==> config.mk <==
export PLATFORM = sky130hd
export DESIGN_NAME = seven_seg_scan
export DESIGN_NICKNAME = d
export VERILOG_FILES = /design/src/rtl/seven_seg_scan.sv
export SDC_FILE = /design/constraint.sdc
export NUM_CORES = 1
export LEC_CHECK = 0
export CORE_UTILIZATION = 35
export CTS_CLUSTER_DIAMETER = 80
export DETAILED_ROUTE_END_ITERATION = 10
export SYNTH_ARGS = -nofsm -noshare
export SYNTH_HDL_FRONTEND = slang
export SYNTH_SLANG_ARGS = --single-unit
==> constraint.sdc <==
create_clock -name clk -period 1.8 [get_ports clk]
set_input_delay 0.27 -clock clk [delete_from_list [all_inputs] [get_ports clk]]
set_output_delay 0.27 -clock clk [all_outputs]
set_load 0.05 [all_outputs]
==> src/rtl/seven_seg_scan.sv <==
// seven_seg_scan: time-multiplexed driver for a 4-digit common-anode
// seven-segment display. Scans four BCD-ish digit values, with optional
// leading-zero blanking, per-digit decimal points and whole-display blink.
// All outputs are registered; every state element resets synchronously.
module seven_seg_scan #(
   parameter int REFRESH_DIV = 50000,  // clock cycles per digit slot (>= 2)
   parameter int BLINK_DIV   = 128     // refresh ticks per blink half-period (>= 1)
) (
   input  logic       clk,
   input  logic       reset,
   input  logic [3:0] digit0,
   input  logic [3:0] digit1,
   input  logic [3:0] digit2,
   input  logic [3:0] digit3,
   input  logic       blank_lz,
   input  logic       blink_en,
   input  logic [3:0] dp_mask,
   output logic [3:0] an,
   output logic [6:0] seg,
   output logic       dp
);

   localparam int RW = (REFRESH_DIV > 1) ? $clog2(REFRESH_DIV) : 1;
   localparam int BW = (BLINK_DIV > 1) ? $clog2(BLINK_DIV) : 1;
   localparam logic [RW-1:0] RCNT_MAX = RW'(REFRESH_DIV - 1);
   localparam logic [BW-1:0] BCNT_MAX = BW'(BLINK_DIV - 1);

   localparam logic [6:0] SEG_OFF  = 7'b1111111;
   localparam logic [6:0] SEG_DASH = 7'b0111111;

   // Counter and scan state
   logic [RW-1:0] rcnt_q, rcnt_d;
   logic [1:0]    idx_q, idx_d;
   logic [BW-1:0] bcnt_q, bcnt_d;
   logic          bphase_q, bphase_d;

   // Registered display outputs
   logic [3:0]    an_q, an_d;
   logic [6:0]    seg_q, seg_d;
   logic          dp_q, dp_d;

   // Combinational helpers
   logic          tick;
   logic [3:0]    v;
   logic [6:0]    seg_dec;
   logic          lz_blank;
   logic          blink_off;

   assign tick = (rcnt_q == RCNT_MAX);

   // Next-state for refresh counter, scan index and blink phase
   always_comb begin
      // NOTE: every signal written here gets a default first so no path leaves it unassigned (no latch).
      rcnt_d   = rcnt_q + RW'(1);
      idx_d    = idx_q;
      bcnt_d   = bcnt_q;
      bphase_d = bphase_q;

      if (tick) begin
         rcnt_d = '0;
         idx_d  = idx_q + 2'd1;
      end

      if (!blink_en) begin
         // Holding the blink state cleared guarantees a visible display at blink start.
         bcnt_d   = '0;
         bphase_d = 1'b0;
      end else if (tick) begin
         if (bcnt_q == BCNT_MAX) begin
            bcnt_d   = '0;
            bphase_d = ~bphase_q;
         end else begin
            bcnt_d = bcnt_q + BW'(1);
         end
      end
   end

   // Select the digit for the current slot, decide blanking and decode it
   always_comb begin
      v        = digit0;
      lz_blank = 1'b0;
      unique case (idx_q)
         2'd0: begin
            v        = digit0;
            lz_blank = 1'b0;  // the units digit always shows, so 0000 reads "0"
         end
         2'd1: begin
            v        = digit1;
            lz_blank = (digit1 == 4'd0) && (digit2 == 4'd0) && (digit3 == 4'd0);
         end
         2'd2: begin
            v        = digit2;
            lz_blank = (digit2 == 4'd0) && (digit3 == 4'd0);
         end
         2'd3: begin
            v        = digit3;
            lz_blank = (digit3 == 4'd0);
         end
         default: begin
            v        = digit0;
            lz_blank = 1'b0;
         end
      endcase

      unique case (v)
         4'd0:    seg_dec = 7'b1000000;
         4'd1:    seg_dec = 7'b1111001;
         4'd2:    seg_dec = 7'b0100100;
         4'd3:    seg_dec = 7'b0110000;
         4'd4:    seg_dec = 7'b0011001;
         4'd5:    seg_dec = 7'b0010010;
         4'd6:    seg_dec = 7'b0000010;
         4'd7:    seg_dec = 7'b1111000;
         4'd8:    seg_dec = 7'b0000000;
         4'd9:    seg_dec = 7'b0010000;
         default: seg_dec = SEG_DASH;  // 10..15 are not decimal: show a dash
      endcase
   end

   assign blink_off = blink_en && bphase_q;

   // Output register inputs: normal scan, or all-dark during the blink off-phase
   always_comb begin
      an_d  = ~(4'b0001 << idx_q);
      seg_d = (blank_lz && lz_blank) ? SEG_OFF : seg_dec;
      dp_d  = ~dp_mask[idx_q];

      if (blink_off) begin
         an_d  = 4'b1111;
         seg_d = SEG_OFF;
         dp_d  = 1'b1;
      end
   end

   // State and output registers with synchronous active-high reset
   always_ff @(posedge clk) begin
      // NOTE: sequential state uses non-blocking assignments so all flops update from pre-edge values.
      if (reset) begin
         rcnt_q   <= '0;
         idx_q    <= 2'd0;
         bcnt_q   <= '0;
         bphase_q <= 1'b0;
         an_q     <= 4'b1111;
         seg_q    <= SEG_OFF;
         dp_q     <= 1'b1;
      end else begin
         rcnt_q   <= rcnt_d;
         idx_q    <= idx_d;
         bcnt_q   <= bcnt_d;
         bphase_q <= bphase_d;
         an_q     <= an_d;
         seg_q    <= seg_d;
         dp_q     <= dp_d;
      end
   end

   assign an  = an_q;
   assign seg = seg_q;
   assign dp  = dp_q;

endmodule

==> run notes, run 1 <==
Status on the layout run. Critical path data arrival time landed at between 2 and 2.5 ns. The run finished, with violations left. The OpenROAD report gives the critical path a required time of ~2 ns. Total global routing track utilization landed at ~16%.

The floorplan step defined a core boundary enclosing approximately 0.0051 mm2. Per the slew report, the remaining headroom to the max-slew limit stands at between 60% and 70%. Width of the die landed at ~74 um. DRC violation count after routing landed at 0. The final report lists the setup-violating endpoint count as 4.

Worst ir drop on vdd landed at slightly above 0.3 mV. Minimum setup slack in the final design landed at -0.0503 ns. The initialized floorplan defines 26 standard-cell rows. Including well taps, the total number of placed cells is between 300 and 400. The first TritonRoute pass finished after 4 iterations. Average vias per placed instance landed at about 5. The total overflow left after global routing is 0. The cell count after synthesis came out at between 150 and 200. The die covers between 0.005 and 0.006 mm2. Per the CTS log, the root buffer master is clkbuf_8. The checks that failed: setup timing.

Entering global routing, the biggest net connects 17 pins. Achievable frequency landed at 0.540 GHz. The top cell types in the final layout, fill and taps aside, are dfxtp_1 (36), clkdlybuf4s50_1 (34), buf_4 (23), nor2_1 (18), nand3_1 (13). The tree built by TritonCTS fans out to 38 sinks. Number of distinct standard cells referenced by the synthesized netlist landed at 38.
-- run 1: metal layers --
layer / GRT usage, % / vias up / part of all wire, %
li1: - / 839 / -
met1: 18.6 / 745 / 43
met2: 26.1 / 54 / 49
met3: 4.47 / 5 / 6.9
met4: 6.50 / 0 / 1.3
met5: 0 / - / 0
-- run 1: stage by stage --
| step | instance area, um2 | setup WS (ns) | power [mW] |
|---|---|---|---|
| finish | 2650 | -0.0503 | 1.97 |
| global route | 2650 | -0.170 | 2.05 |
| global placement | 2400 | -0.170 | 1.12 |
| detailed placement | 2400 | -0.186 | 1.12 |
| floorplan | 1850 | 0.0233 | 1.01 |
| CTS | 2590 | -0.00621 | 1.99 |
-- run 1: timing repair --
item | CTS | global route
setup endpoints to repair | 7 | 7
setup buffers | 0 | 3
gates resized | 17 | 8
pin swaps | 4 | 4
-- run 1: final cells by class --
cell class / instances / area (um2) / area share, %
inverter: 10 / 40.0 / 1.51
clock inverter: 3 / 68.8 / 2.60
timing repair buffer: 57 / 513 / 19.4
tap: 70 / 87.6 / 3.31
sequential: 38 / 768 / 29.0
multi-input combinational: 143 / 1100 / 41.6
clock buffer: 5 / 68.8 / 2.60
-- run 1: cell families after synthesis --
group           synth area share, %
compound gates                 12.1
buf+inv                        3.54
fa+ha+maj                      6.80
simple gates                   23.2
xor+xnor                       6.67
mux                            6.33
flops                          41.4
-- run 1: Yosys cell counts, drive strengths merged --
cell,instances,share of area [%]
or4,2,0.82
or3,6,2.0
o21bai,1,0.41
nor4,4,2.2
ha,10,6.8
nand2b,1,0.34
o211ai,2,0.82
nand3b,1,0.41
a222oi,4,2.2
nand3,13,3.5
nand4,8,3.1
xnor2,3,1.4
dfxtp,38,41
buf,2,0.88
o21ai,11,3.0
nor3,1,0.27
nor2,18,3.7
xor2,11,5.2
inv,10,2.0
mux2,3,1.8
a21oi,11,3.0
nor2b,1,0.34
a211oi,2,0.82
and4bb,1,0.68
a41o,1,0.61
mux4,1,1.2
and3,3,1.0
clkbuf,3,0.61
and4b,1,0.61
nand4b,1,0.48
o31ai,2,0.82
and4,4,1.9
mux2i,6,3.3
nand2,9,1.8
a22o,1,0.48
-- run 1: report_power, final --
part	switching (mW)	total, mW	leakage [nW]	internal (mW)
clock	0.307	0.862	0.0683	0.555
sequential	0.00874	0.868	0.311	0.859
combinational	0.126	0.242	0.644	0.116
-- run 1: worst min path at each step --
stage                    from        end  slack, ns  depth (start not counted)
floorplan               reset   idx_q[0]       0.33                          1
global placement    rcnt_q[0]  rcnt_q[0]       0.45                          1
detailed placement  rcnt_q[0]  rcnt_q[0]       0.45                          1
CTS                 rcnt_q[0]  rcnt_q[0]       0.47                          1
global route        rcnt_q[0]  rcnt_q[0]       0.48                          1
finish              rcnt_q[0]  rcnt_q[0]       0.46                          1
-- run 1: registers in the layout, summed over array words and instances (netlist names) --
register  flops
an            4
bcnt_q        7
bphase_q      1
dp            1
idx_q         2
rcnt_q       16
seg           7
-- run 1: worst max-delay path: stages, from the launching register on --
cell	delay, ns
dfxtp_4	0.41
inv_4	0.05
buf_4	0.13
ha_2	0.21
mux2_4	0.31
buf_4	0.16
ha_4	0.25
a21oi_2	0.04
nand4b_1	0.15
Run 1, PDN straps and rails:
The bar under the picture is 20 um long. Pins as bars on the die edge. Tap cells in grey.
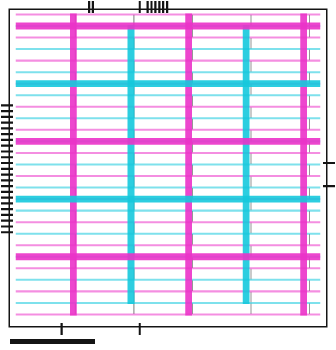
- cyan: VDD
- magenta: VSS
- met5 straps: 5
- signal pins: 36
- tap cells: 70
- met1 rails: 27
- met4 straps: 5

Run 1, cells coloured by class:
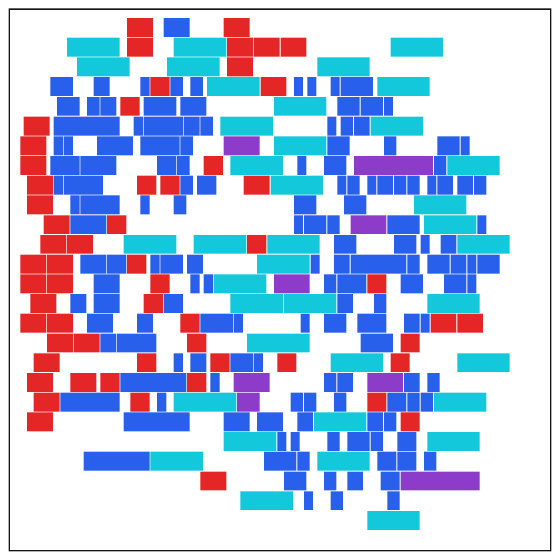
- red: other buffers and delay cells (cells 57)
- blue: all other logic (cells 153)
- cyan: flip-flops (cells 38)
- purple: clock drivers and dummy loads (cells 8)
post-route cell area: 0.00265 mm2
register fraction of the total cell area: 29.0%
share of the core filled with cells: 52.2%

Run 1, clock network drawn from the DEF:
The bar under the picture is 20 um long.
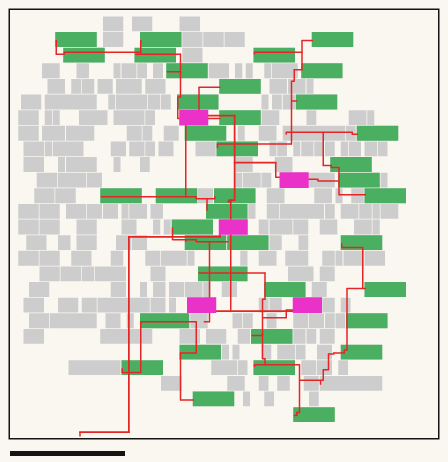
- magenta: cells driving clock nets (count 5)
- green: flip-flops (count 38)
- red: clock wires (length 483 um)
- routed clock nets: 6
clock network power: 0.862 mW
clock share of power: 43.7%
Skew-Pair Late Insertion Delay: 0.29 ns
skew final: 0.00844 ns

Run 1, metal layers overlaid:
The bar under the picture is 20 um long. Only two layers are drawn.
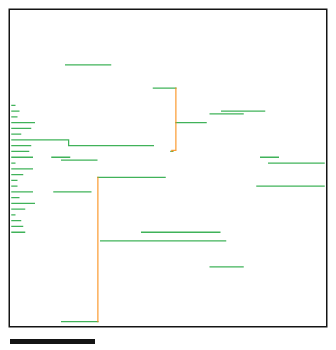
- orange: met4 (wire length 49.9 um)
- green: met3 (wire length 272 um)

==> run 2: changes to the inputs <==
--- a/config.mk
+++ b/config.mk
@@ -5,9 +5,11 @@
 export SDC_FILE = /design/constraint.sdc
 export NUM_CORES = 1
 export LEC_CHECK = 0
+export CAP_MARGIN = 40
 export CORE_UTILIZATION = 35
 export CTS_CLUSTER_DIAMETER = 80
 export DETAILED_ROUTE_END_ITERATION = 10
+export SETUP_SLACK_MARGIN = 0.4
 export SYNTH_ARGS = -nofsm -noshare
 export SYNTH_HDL_FRONTEND = slang
 export SYNTH_SLANG_ARGS = --single-unit
Run 2, metal layers overlaid:
The bar under the picture is 20 um long. Only two layers are drawn.
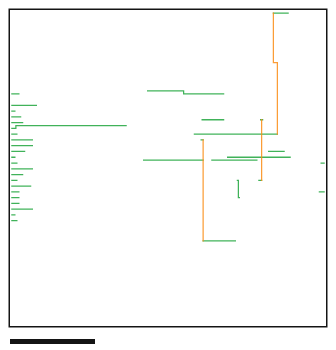
- green: met3 (wire length 185 um)
- orange: met4 (wire length 67.6 um)

==> run notes, run 2 <==
Status on the layout run. The post-detailed-placement cell area was 0.00249 mm2 (was 0.00240 mm2). Total global routing track utilization landed at 17.6% (was 15.6%). The leading cell type in the layout, fill and taps excluded was buf_4 (was dfxtp_1).

Overall power consumption landed at 1.71 mW (was 1.97 mW). Die area landed at 0.00555 mm2 (unchanged). Achievable frequency landed at 0.567 GHz (was 0.540 GHz). Flip-flop count of the largest register after layout landed at 16 (unchanged). Number of clock sinks seen by CTS landed at 38 (unchanged). The portion of netlist area occupied by mux cells came to 6.33% (unchanged).

The cell row count was 26 (unchanged). The worst-path cell with the longest stage delay is dfxtp_4 (unchanged). Largest clock skew in the final design landed at 0.00676 ns (was 0.00844 ns). The share of the clock period used by the worst path is 98.0% (was 103%). Pin count of the biggest net entering global routing landed at 12 (was 17). The register with the most flip-flops was rcnt_q (unchanged). The xor/xnor cell area share of the yosys netlist was 6.67% (unchanged). The setup-violating endpoint count in the final report came to 0 (was 4). Share of Yosys cell area claimed by the top area cell type landed at 41.4% (unchanged). The average wire per cell in the routed design came to 14.0 um (was 12.0 um). The remaining global-route overflow was 0 (unchanged). Result of the run: complete, no violations (was finished with violations).

The number of distinct standard cells referenced by the synthesized netlist came to 38 (unchanged). Count of library flops with an enable pin landed at 0 (unchanged). The largest family of logic cells by area was simple AND/OR/NAND/NOR gates (unchanged). Maximum single-stage delay on the critical path landed at 0.41 ns (about the same). The dominant cell type by area after synthesis was dfxtp_1 (unchanged). The adder-cell share of the synthesized area is 6.80% (unchanged). The worst ir drop on vdd came to 0.257 mV (was 0.302 mV). The share of async-settable or async-resettable flops after synthesis was 0% (unchanged).

Area of all placed cells without fillers landed at 0.00304 mm2 (was 0.00265 mm2). Area share of and/or/nand/nor cells after synthesis landed at 23.2% (unchanged). List of most frequent post-synthesis cells: dfxtp_1 (38), nor2_1 (18), nand3_1 (13) (unchanged). Worst-case headroom to the max-slew limit landed at 66.7% (was 66.0%). Detailed-routing iteration count for the pre-antenna-repair pass landed at 4 (unchanged). The most numerous cell in the Yosys netlist is dfxtp_1 (unchanged). Commonest cells after routing, fill and taps aside: buf_4 (46), dfxtp_1 (27), clkdlybuf4s50_1 (23), nor2_1 (15) (was dfxtp_1 (36), clkdlybuf4s50_1 (34), buf_4 (23), nor2_1 (18), nand3_1 (13)).

Width of the die landed at 74.5 um (unchanged). Top cells by area in the synthesized netlist: dfxtp_1 (41%), ha_1 (6.8%), xor2_1 (5.2%) (unchanged). The critical path data arrival time was 1.92 ns (was 2.01 ns). The commonest register cell after synthesis is dfxtp_1 (unchanged).
Run 2, clock network drawn from the DEF:
The bar under the picture is 20 um long.
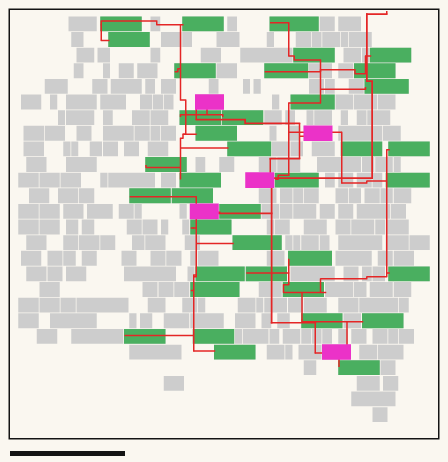
- magenta: cells driving clock nets (count 5)
- red: clock wires (length 477 um)
- green: flip-flops (count 38)
- routed clock nets: 6

-- run 2: cell counts after synthesis --
Identical to the previous run, type by type.
-- run 2: layout make-up --
cell class | instances | area, um2
fill | 450 | 2030
multi-input combinational | 144 | 1310
sequential | 38 | 785
timing repair buffer | 86 | 731
tap | 70 | 87.6
clock buffer | 7 | 86.3
inverter | 10 | 47.5
-- run 2: how the worst min path moves through the flow --
stage,from,endpoint,slack [ns],cells past startpoint
3_3_place_gp,rcnt_q[0],rcnt_q[0],0.44,1
5_1_grt,bcnt_q[6],bcnt_q[6],0.51,2
4_1_cts,bcnt_q[6],bcnt_q[6],0.49,2
2_1_floorplan,reset,idx_q[1],0.33,1
6_report,bcnt_q[6],bcnt_q[6],0.50,2
3_5_place_dp,rcnt_q[0],rcnt_q[0],0.45,1
-- run 2: stage by stage --
| stage | setup WS [ns] | TNS, ns | util [%] | cells |
|---|---|---|---|---|
| finish | 0.0364 | 0 | 59.9 | 355 |
| global route | -0.0433 | -0.0961 | 59.9 | 355 |
| CTS | 0.0446 | 0 | 56.9 | 349 |
| detailed placement | -0.129 | -0.622 | 49.1 | 317 |
| global placement | -0.102 | -0.483 | 49.1 | 317 |
| floorplan | 0.100 | 0 | - | 196 |
-- run 2: layer usage --
metal  global-route usage (%)  part of all wire (%)  vias up
met4                     6.71                   1.3        0
met2                     31.9                    52       43
met1                     19.7                    43      815
met3                     4.47                   3.7        7
met5                        0                     0        -
li1                         -                     -      903
-- run 2: repair_timing --
item / in CTS / in global routing
setup endpoints to repair: 32 / 40
resized: 53 / 44
pin swaps: 17 / 12
buffers inserted: 24 / 6
gates cloned: 1 / 0
-- run 2: cells by family after synthesis --
kind of cell | after synthesis
buffers and inverters | 15
flip-flops | 38
AND-OR/OR-AND | 35
XOR/XNOR | 14
adder cells (fa/ha/maj) | 10
multiplexers | 10
AND/OR/NAND/NOR | 74
-- run 2: worst max-delay path: cells and delay by family (launching register included) --
kind                       cells  cell delay [ns]
AOI/OAI and AO/OA              2             0.36
adders and majority gates      2             0.36
buffers and inverters          2             0.10
DFF                            1             0.41
muxes                          2             0.39
-- run 2: where the power goes --
part / internal [mW] / switching, mW
clock network: 0.304 / 0.283
registers: 0.858 / 0.0104
logic: 0.121 / 0.138
total: 1.28 / 0.431
==> run 3: changes to the inputs <==
--- a/config.mk
+++ b/config.mk
@@ -7,6 +7,7 @@
 export LEC_CHECK = 0
 export CAP_MARGIN = 40
 export CORE_UTILIZATION = 35
+export CTS_BUF_LIST = sky130_fd_sc_hd__clkbuf_4 sky130_fd_sc_hd__clkbuf_8
 export CTS_CLUSTER_DIAMETER = 80
 export DETAILED_ROUTE_END_ITERATION = 10
 export SETUP_SLACK_MARGIN = 0.4
==> constraint.sdc (replaced) <==
create_clock -name clk -period 2 [get_ports clk]
set_input_delay 0.3 -clock clk [delete_from_list [all_inputs] [get_ports clk]]
set_output_delay 0.3 -clock clk [all_outputs]
set_load 0.05 [all_outputs]
Run 3, metal layers overlaid:
The bar under the picture is 20 um long. Only two layers are drawn.
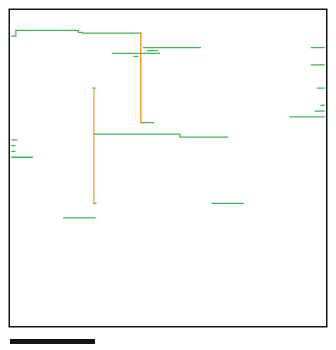
- green: met3 (wire length 136 um)
- orange: met4 (wire length 48.3 um)
Post-Route WL: 4410 um
GRT Total Usage: 16.0%
vias: 1646
post-detailed-route wirelength per cell: 13.5 um

==> run notes, run 3 <==
Status on the layout run. Result of the run: complete, no violations (unchanged). The leading cell type in the layout, fill and taps excluded is dfxtp_1 (was buf_4). List of most frequent post-synthesis cells: dfxtp_1 (38), nor2_1 (18), nand3_1 (13) (unchanged). Setup-violating endpoint count in the final report landed at 0 (unchanged). Aggregate negative setup slack landed at 0 ns (unchanged). Commonest cells after routing, fill and taps aside: dfxtp_1 (32), clkdlybuf4s50_1 (23), buf_4 (21), nor2_1 (18), dlygate4sd2_1 (12) (was buf_4 (46), dfxtp_1 (27), clkdlybuf4s50_1 (23), nor2_1 (15)). The cell count after synthesis came to 196 (unchanged). Top cells by area in the synthesized netlist: dfxtp_1 (41%), ha_1 (6.8%), xor2_1 (5.2%) (unchanged). Area share of and/or/nand/nor cells after synthesis landed at 23.2% (unchanged).

The endpoint required time on the critical path was 2.16 ns (was 1.96 ns). Cell depth of the worst hold path landed at 1 (was 2). Adder-cell share of the synthesized area landed at 6.80% (unchanged). The share of the clock period used by the worst path is 91.2% (was 98.0%). The detailed-routing iteration count for the pre-antenna-repair pass was 4 (unchanged). The clock latency of the later-clocked register in the worst-skew pair is 0.29 ns (about the same). Total instance count after detailed placement landed at 303 (was 317). The share of async-settable or async-resettable flops after synthesis came to 0% (unchanged). The xor/xnor cell area share of the yosys netlist was 6.67% (unchanged). Remaining global-route overflow landed at 0 (unchanged).

The register with the most flip-flops is rcnt_q (unchanged). Overall power consumption landed at 1.52 mW (was 1.71 mW). The count of library flops with an enable pin is 0 (unchanged). DRC violation count after routing landed at 0 (unchanged). The number of distinct standard cells referenced by the synthesized netlist came to 38 (unchanged). The width of the die is 74.5 um (unchanged). The flip-flop count of the largest register after layout is 16 (unchanged). Number of non-filler instances in the completed layout landed at 327 (was 355).
Run 3, cells coloured by class:
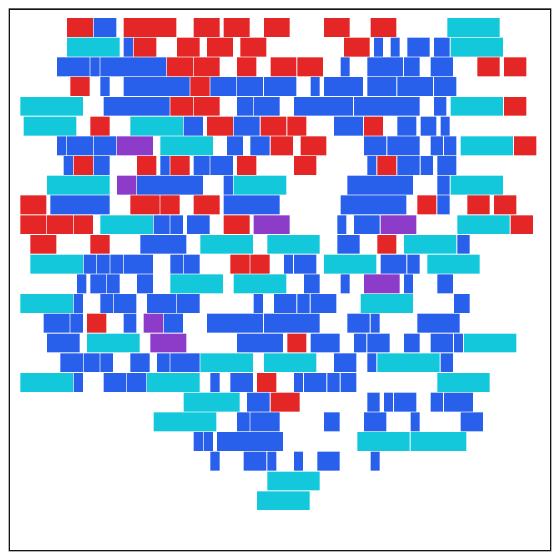
- purple: clock drivers and dummy loads (cells 7)
- blue: all other logic (cells 153)
- red: other buffers and delay cells (cells 59)
- cyan: flip-flops (cells 38)
num rows: 26
share of the core filled with cells: 54.9%
Core Area: 0.00507 mm2

==> run 3: routing by layer <==
layer / track usage [%] / vias up / routed length, um
li1: - / 842 / -
met1: 21.9 / 772 / 2020
met2: 24.9 / 27 / 2210
met3: 3.79 / 5 / 136
met4: 5.03 / 0 / 48
met5: 0 / - / 0
==> run 3: final cells by class <==
class                   count  area [um2]  share of cell area (%)
well taps                  70        87.6                    3.14
multi-input cells         143        1250                    44.9
flip-flops and latches     38         778                    27.9
clock buffers               7        83.8                    3.01
repair buffers             59         536                    19.2
inverters                  10        50.0                    1.80
==> run 3: logic make-up after synthesis <==
| group | count (synthesis) |
|---|---|
| buffers and inverters | 15 |
| muxes | 10 |
| xor gates and xnor gates | 14 |
| and+or+nand+nor | 74 |
| DFF | 38 |
| adders and majority gates | 10 |
| AOI/OAI and AO/OA | 35 |
==> run 3: how the worst max path moves through the flow <==
stage / startpoint / end / slack [ns]
6_report: idx_q[0] / seg[6] / 0.18
3_3_place_gp: digit3[1] / seg[5] / 0.05
2_1_floorplan: idx_q[0] / seg[4] / 0.30
3_5_place_dp: digit3[1] / seg[5] / 0.02
5_1_grt: idx_q[0] / seg[6] / 0.07
4_1_cts: idx_q[0] / seg[3] / 0.23
==> run 3: where the power goes <==
group	switching [mW]	internal, mW	leakage [nW]
logic	0.121	0.0985	0.647
registers	0.00891	0.773	0.314
clock network	0.251	0.267	0.0452
==> run 3: repair_timing <==
item                                    CTS  global route
endpoints found under the setup margin   25            33
gates resized                            34            31
buffers inserted                         11             6
pin swaps                                 9            12
==> run 3: worst max-delay path: stages (launching register included) <==
cell and delay [ns]:
dfxtp_4 0.41, inv_6 0.05, ha_4 0.17, a222oi_1 0.34, mux2_4 0.28, inv_6 0.06
ha_4 0.16, mux2i_1 0.15, o21ai_1 0.08
==> run 3: metrics by stage <==
| stage | cell area, um2 | hold WS [ns] |
|---|---|---|
| after floorplan | 1910 | 0.363 |
| after global placement | 2360 | 0.447 |
| final | 2790 | 0.458 |
| after CTS | 2590 | 0.430 |
| after global routing | 2790 | 0.477 |
| after detailed placement | 2360 | 0.454 |

==> gallery <==
The clock network.
(a)
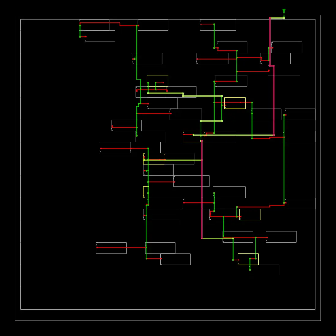
(b)
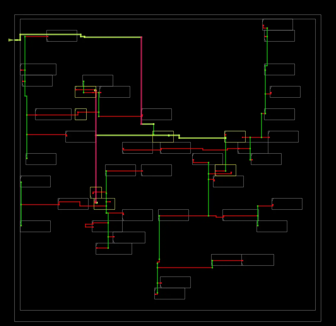
(c)
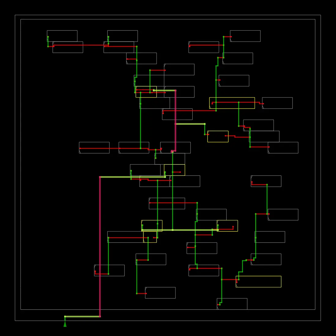
(c) comes from run 1.
(a) comes from run 2.
(b) comes from run 3.

Power figures rest on the tool's default switching activity, not on a simulated workload.
